File: src/rtl/controle_acumulador.sv
// Sequencer that clears a 16-bit accumulator, then reads a block of memory words
// and strobes each one through B into A. Ends with a one-cycle Done pulse.
//
// state | meaning
// IDLE  | waiting for Start; all strobes low
// CLEAR | Clear strobe to accumulator A
// READ  | MemRead with MemAddr = current word address
// LOAD  | memory data valid, Load strobe captures it into B
// ADD   | Transfer strobe (A <= A + B), advance address, count down
// DONE  | one-cycle Done pulse
module controle_acumulador #(
  parameter int ADDR_WIDTH = 4
) (
  input  logic                  Clock,
  input  logic                  ResetN,
  input  logic                  Start,
  input  logic [ADDR_WIDTH-1:0] BaseAddr,
  input  logic [ADDR_WIDTH:0]   Count,
  output logic [ADDR_WIDTH-1:0] MemAddr,
  output logic                  MemRead,
  output logic                  Clear,
  output logic                  Load,
  output logic                  Transfer,
  output logic                  Busy,
  output logic                  Done
);

  typedef enum logic [2:0] {
    IDLE  = 3'd0,
    CLEAR = 3'd1,
    READ  = 3'd2,
    LOAD  = 3'd3,
    ADD   = 3'd4,
    DONE  = 3'd5
  } state_t;

  localparam logic [ADDR_WIDTH-1:0] ADDR_ONE = 1;
  localparam logic [ADDR_WIDTH:0]   REM_ONE  = 1;
  localparam logic [ADDR_WIDTH:0]   REM_ZERO = '0;

  state_t                state;
  logic [ADDR_WIDTH-1:0] addr_cnt;
  logic [ADDR_WIDTH:0]   remaining;
  logic [ADDR_WIDTH-1:0] addr_next;

  assign addr_next = addr_cnt + ADDR_ONE;

  // Outputs are registered together with the state they belong to, so every
  // output changes on the same edge as the state that asserts it.
  always_ff @(posedge Clock or negedge ResetN) begin
    if (!ResetN) begin
      state     <= IDLE;
      addr_cnt  <= '0;
      remaining <= '0;
      MemAddr   <= '0;
      MemRead   <= 1'b0;
      Clear     <= 1'b0;
      Load      <= 1'b0;
      Transfer  <= 1'b0;
      Busy      <= 1'b0;
      Done      <= 1'b0;
    end else begin
      case (state)
        IDLE: begin
          if (Start) begin
            addr_cnt  <= BaseAddr;
            remaining <= Count;
            Clear     <= 1'b1;
            Busy      <= 1'b1;
            state     <= CLEAR;
          end
        end
        CLEAR: begin
          Clear <= 1'b0;
          if (remaining != REM_ZERO) begin
            MemRead <= 1'b1;
            MemAddr <= addr_cnt;
            state   <= READ;
          end else begin
            Busy  <= 1'b0;
            Done  <= 1'b1;
            state <= DONE;
          end
        end
        READ: begin
          MemRead <= 1'b0;
          Load    <= 1'b1;
          state   <= LOAD;
        end
        LOAD: begin
          Load     <= 1'b0;
          Transfer <= 1'b1;
          state    <= ADD;
        end
        ADD: begin
          Transfer  <= 1'b0;
          addr_cnt  <= addr_next;
          remaining <= remaining - REM_ONE;
          // remaining still holds the pre-decrement value here
          if (remaining != REM_ONE) begin
            MemRead <= 1'b1;
            MemAddr <= addr_next;
            state   <= READ;
          end else begin
            Busy  <= 1'b0;
            Done  <= 1'b1;
            state <= DONE;
          end
        end
        DONE: begin
          Done  <= 1'b0;
          state <= IDLE;
        end
        default: begin
          MemRead  <= 1'b0;
          Clear    <= 1'b0;
          Load     <= 1'b0;
          Transfer <= 1'b0;
          Busy     <= 1'b0;
          Done     <= 1'b0;
          state    <= IDLE;
        end
      endcase
    end
  end

endmodule

File: config.mk
export PLATFORM = sky130hd
export DESIGN_NAME = controle_acumulador
export DESIGN_NICKNAME = d
export VERILOG_FILES = /design/src/rtl/controle_acumulador.sv
export SDC_FILE = /design/constraint.sdc
export NUM_CORES = 1
export LEC_CHECK = 0
export CAP_MARGIN = 20
export CORE_MARGIN = 2
export CORE_UTILIZATION = 51
export CTS_CLUSTER_DIAMETER = 80
export DETAILED_ROUTE_END_ITERATION = 16
export GPL_ROUTABILITY_DRIVEN = 0
export PLACE_DENSITY_LB_ADDON = 0.05
export SLEW_MARGIN = 40
export SYNTH_ARGS = -nofsm -noshare
export SYNTH_HDL_FRONTEND = slang
export SYNTH_SLANG_ARGS = --single-unit
File: constraint.sdc
create_clock -name Clock -period 1.8 [get_ports Clock]
set_input_delay 0.45 -clock Clock [delete_from_list [all_inputs] [get_ports Clock]]
set_output_delay 0.45 -clock Clock [all_outputs]
set_load 0.05 [all_outputs]
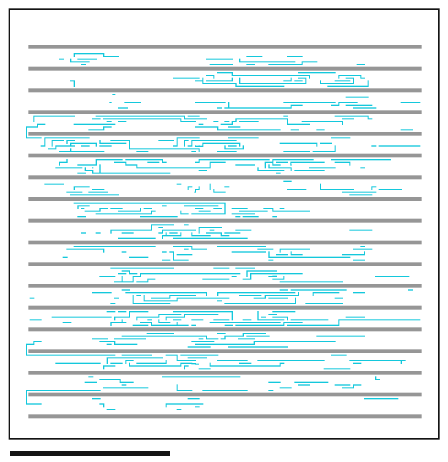
Fig. 1. Signal wires on met1 (run 1).
Bar = 20 um. Supply wires on this layer in gray.
- longest straight run: 18.9 um
- wire length on this layer: 1170 um
- main direction: horizontal

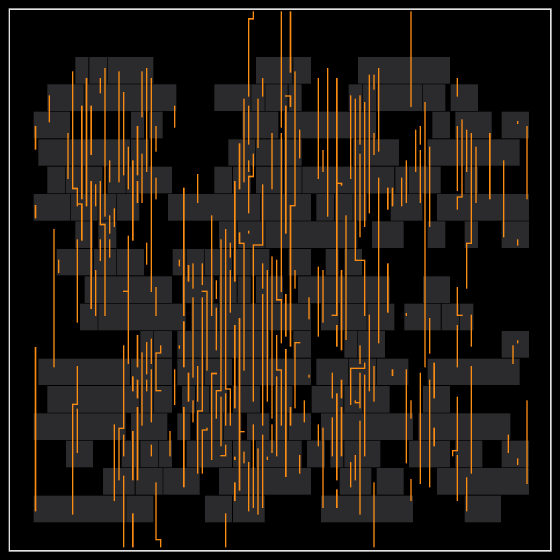
Fig. 2. Signal wires on met2 (run 1).
Cells faint in the background.
- wire length on this layer: 1340 um
- longest straight run: 26.2 um

==> impl_metrics.tcl, run 1 <==
# implementation run metrics
set metrics [dict create \
    period_needed_ps 1680 \
    ys_types 38 \
    cp.arrival_ps 1920 \
    critPathRequiredTime_ps 2030 \
    hold_path_class "input pin to asynchronous set/reset pin" \
    slew_headroom_pct 69.1 \
    ys_seq_elements 22 \
    fin_ws_ps 116 \
    synth.logic.top_family "AND-OR/OR-AND gates" \
    num_rows 17 \
    fin_util_pct 67.6 \
    core-area_um2 2280 \
    synthArstFlopShare_pct 100 \
    drv_slew 0 \
    met3WireLength_um 118 \
    die_y_um 53.6 \
    io_pins 22 \
    finalSetupTns_ps 0 \
    p_total_w 0.00306 \
    syn_inst 130 \
    ys_area_um2 1250 \
    design_area_um2 1540 \
    area_delta_synth_final_pct 22.8 \
    crit_path_cell_trace "or3b_1, o22ai_4, buf_4, nor2_1, a21oi_1" \
    r2r_start "state[2]" \
    htree_levels 1 \
    met2WireLength_um 1340 \
    top_regs "remaining: 5 flops, MemAddr: 4 flops, addr_cnt: 4 flops" \
    fin_crit_sh_pct 93.5 \
    stdcell_count 186 \
    reg2reg_to "MemAddr[2]" \
    clk_pin_slew_ps 120 \
    hold_buffers 0 \
    maxCapViolCount 0 \
    status "finished clean" \
    grt_setup_unrepaired "false" \
    wl_met1_um 1170 \
    firstDrtPassIters 4 \
    regMostFlops "remaining" \
    die_area_um2 2870 \
    worst_slew_pin_slew_ps 461 \
    fillers 178 \
    cts_made_buffers 3 \
    yosysCellCount 130 \
    dp_slack_ps 23.2 \
    wl_per_cell_um 14.2 \
    drc_errors 0 \
    grt_start_max_net_pins 23 \
]
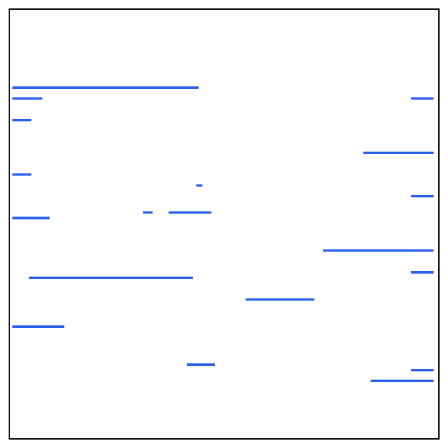
Fig. 3. Met3 routing (run 1).
- share of all routed wire: 4.5%
- main direction: horizontal
- wire length on this layer: 119 um
Detailed Route WL: 2650 um
Vias: 1043
GR met3 Demand/Resource: 2.78%

==> run 1: worst max-delay path by stage <==
stage,to,startpoint,cells past startpoint
floorplan,Busy,state[0],7
global placement,remaining[4],Start,4
detailed placement,remaining[4],Start,4
CTS,Busy,remaining[0],7
global route,MemAddr[2],remaining[0],7
finish,MemAddr[2],state[2],5
==> run 1: worst max-delay path: cells and delay by family, from the launching register on <==
| kind | cells | cell delay, ps |
|---|---|---|
| simple gates | 2 | 490 |
| flops | 1 | 480 |
| compound gates | 2 | 440 |
| buf+inv | 1 | 200 |
==> run 1: cells in the final DEF (no fill, tap or decap), types with 2 or more instances in the layout <==
cell / n
o21a_1: 2
a211oi_1: 3
clkdlybuf4s50_1: 11
inv_1: 4
nand2b_1: 3
a21oi_1: 20
o21ai_0: 9
nor4b_4: 2
nor3b_1: 2
ha_1: 4
nand2_1: 7
dfrtp_1: 22
clkbuf_4: 3
nand3_1: 6
nor3_1: 3
a2bb2oi_1: 2
buf_4: 20
nor2_1: 12
o22ai_1: 2
==> run 1: cell type report <==
cell class | count | area [um^2] | share of cell area [%]
multi-input cells | 96 | 638 | 41.5
flip-flops and latches | 22 | 551 | 35.8
repair buffers | 31 | 260 | 16.9
inverters | 5 | 18.8 | 1.22
well taps | 28 | 35.0 | 2.28
clock buffers | 4 | 36.3 | 2.36
==> run 1: power by group <==
part	switching, W	internal [W]
logic	0.00109	0.000716
registers	0.000243	0.000740
clock network	0.000147	0.000123
==> run 1: cell usage after synthesis, drive strengths merged, types with 3 or more instances <==
master	count	area (um^2)
a211oi	3	22.5
a21oi	20	100
buf	5	43.8
dfrtp	22	551
ha	4	50.1
inv	5	18.8
nand2	7	26.3
nand2b	3	18.8
nand3	6	30.0
nor2	13	51.3
nor3	4	20.0
nor3b	3	27.5
o21ai	10	50.0
o22ai	3	32.5
==> inputs of run 2 (changes only) <==
SLEW_MARGIN = 20   (was 40)
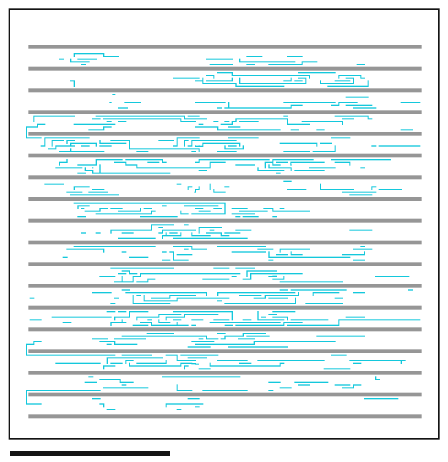
Fig. 4. Signal wires on met1 (run 2).
Bar = 20 um. Supply wires on this layer in gray.
- wire length on this layer: 1170 um
- nets with wire on the layer: 157

==> impl_metrics.tcl, run 2 <==
# implementation run metrics
set metrics [dict create \
    htree_levels 1 \
    drv_slew 0 \
    ys_seq_elements 22 \
    core-area_um2 2280 \
    fin_crit_sh_pct 93.5 \
    vias 1043 \
    yosysCellCount 130 \
    status "finished clean" \
    firstDrtPassIters 4 \
    lay_top_cells "22 x dfrtp_1, 20 x a21oi_1, 20 x buf_4, 12 x nor2_1, 11 x clkdlybuf4s50_1" \
    die_area_um2 2870 \
    design_area_um2 1540 \
    hold_path_class "input pin to asynchronous set/reset pin" \
    yosys.area.top_type "dfrtp_1" \
    yosys-top-cells-area "dfrtp_1 44%, a21oi_1 8.0%, ha_1 4.0%" \
    most_common_cell "dfrtp_1" \
    ys_types 38 \
    io_pins 22 \
    cts_made_buffers 3 \
    finalSetupTns_ps 0 \
]
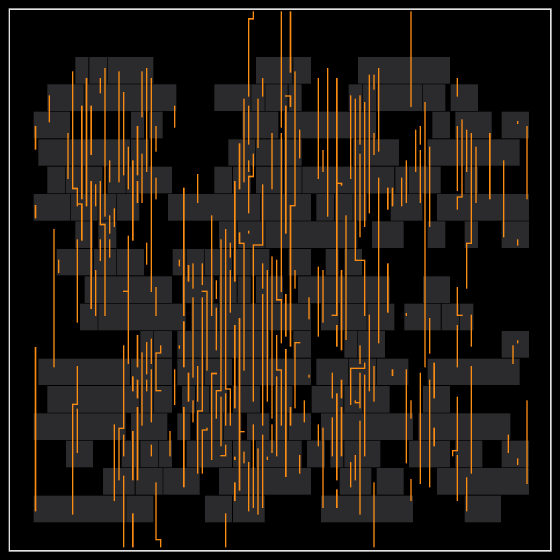
Fig. 5. Signal wires on met2 (run 2).
Cells faint in the background.
- nets with wire on the layer: 141
- main direction: vertical
- longest straight run: 26.2 um
- wire length on this layer: 1340 um
- share of all routed wire: 51%
met2 Resource Use GR: 35.6%

## run 2: cell counts in the layout (fill, tap and decap cells not counted)
No cell type changed its count.
## run 2: logic make-up (layout without fill, tap and decap cells)
group | after synthesis | in the layout | share of synthesized area (%)
buffers and inverters | 12 | 40 | 5.59
DFF | 22 | 22 | 43.9
AOI/OAI and AO/OA | 47 | 47 | 23.9
and+or+nand+nor | 41 | 41 | 19.6
xor gates and xnor gates | 2 | 2 | 1.40
muxes | 2 | 2 | 1.70
adders and majority gates | 4 | 4 | 3.99
## run 2: report_power, final
part,internal [W],leakage [nW],switching [W]
Combinational,0.000716,0.369,0.00109
Clock,0.000123,0.0210,0.000147
Sequential,0.000740,0.256,0.000243
Total,0.00158,0.646,0.00148
## run 2: final timing paths
check	to	slack [ps]	depth (start not counted)
setup / recovery	MemAddr[2]	120	5
hold / removal	state[1]	490	2
setup reg to reg	MemAddr[2]	120	5
hold reg to reg	Done	520	1
max in group asynchronous	remaining[4]	1080	2
min in group Clock	Done	520	1
## run 2: worst max-delay path, cell delays in order (launching register included)
cell and delay, ps:
dfrtp_1 480, or3b_1 450, o22ai_4 320, buf_4 200, nor2_1 40, a21oi_1 120
## run 2: routing by layer
metal  part of all wire (%)  up-vias  global-route usage [%]
li1                       -      523                       -
met1                     44      493                    29.3
met2                     51       25                    35.6
met3                    4.5        2                    2.78
met5                      0        -                       0
met4                   0.45        0                    6.41
## run 2: layout make-up
type / instances / area, um^2
well taps: 28 / 35.0
flip-flops and latches: 22 / 551
fillers: 178 / 737
clock buffers: 4 / 36.3
repair buffers: 31 / 260
multi-input cells: 96 / 638
inverters: 5 / 18.8
## run 2: what timing repair did
action | CTS | global route
endpoints found under the setup margin | 0 | 1
hold buffers | 0 | 0
gates resized | 0 | 1
Power is estimated from default activity; no workload was simulated.
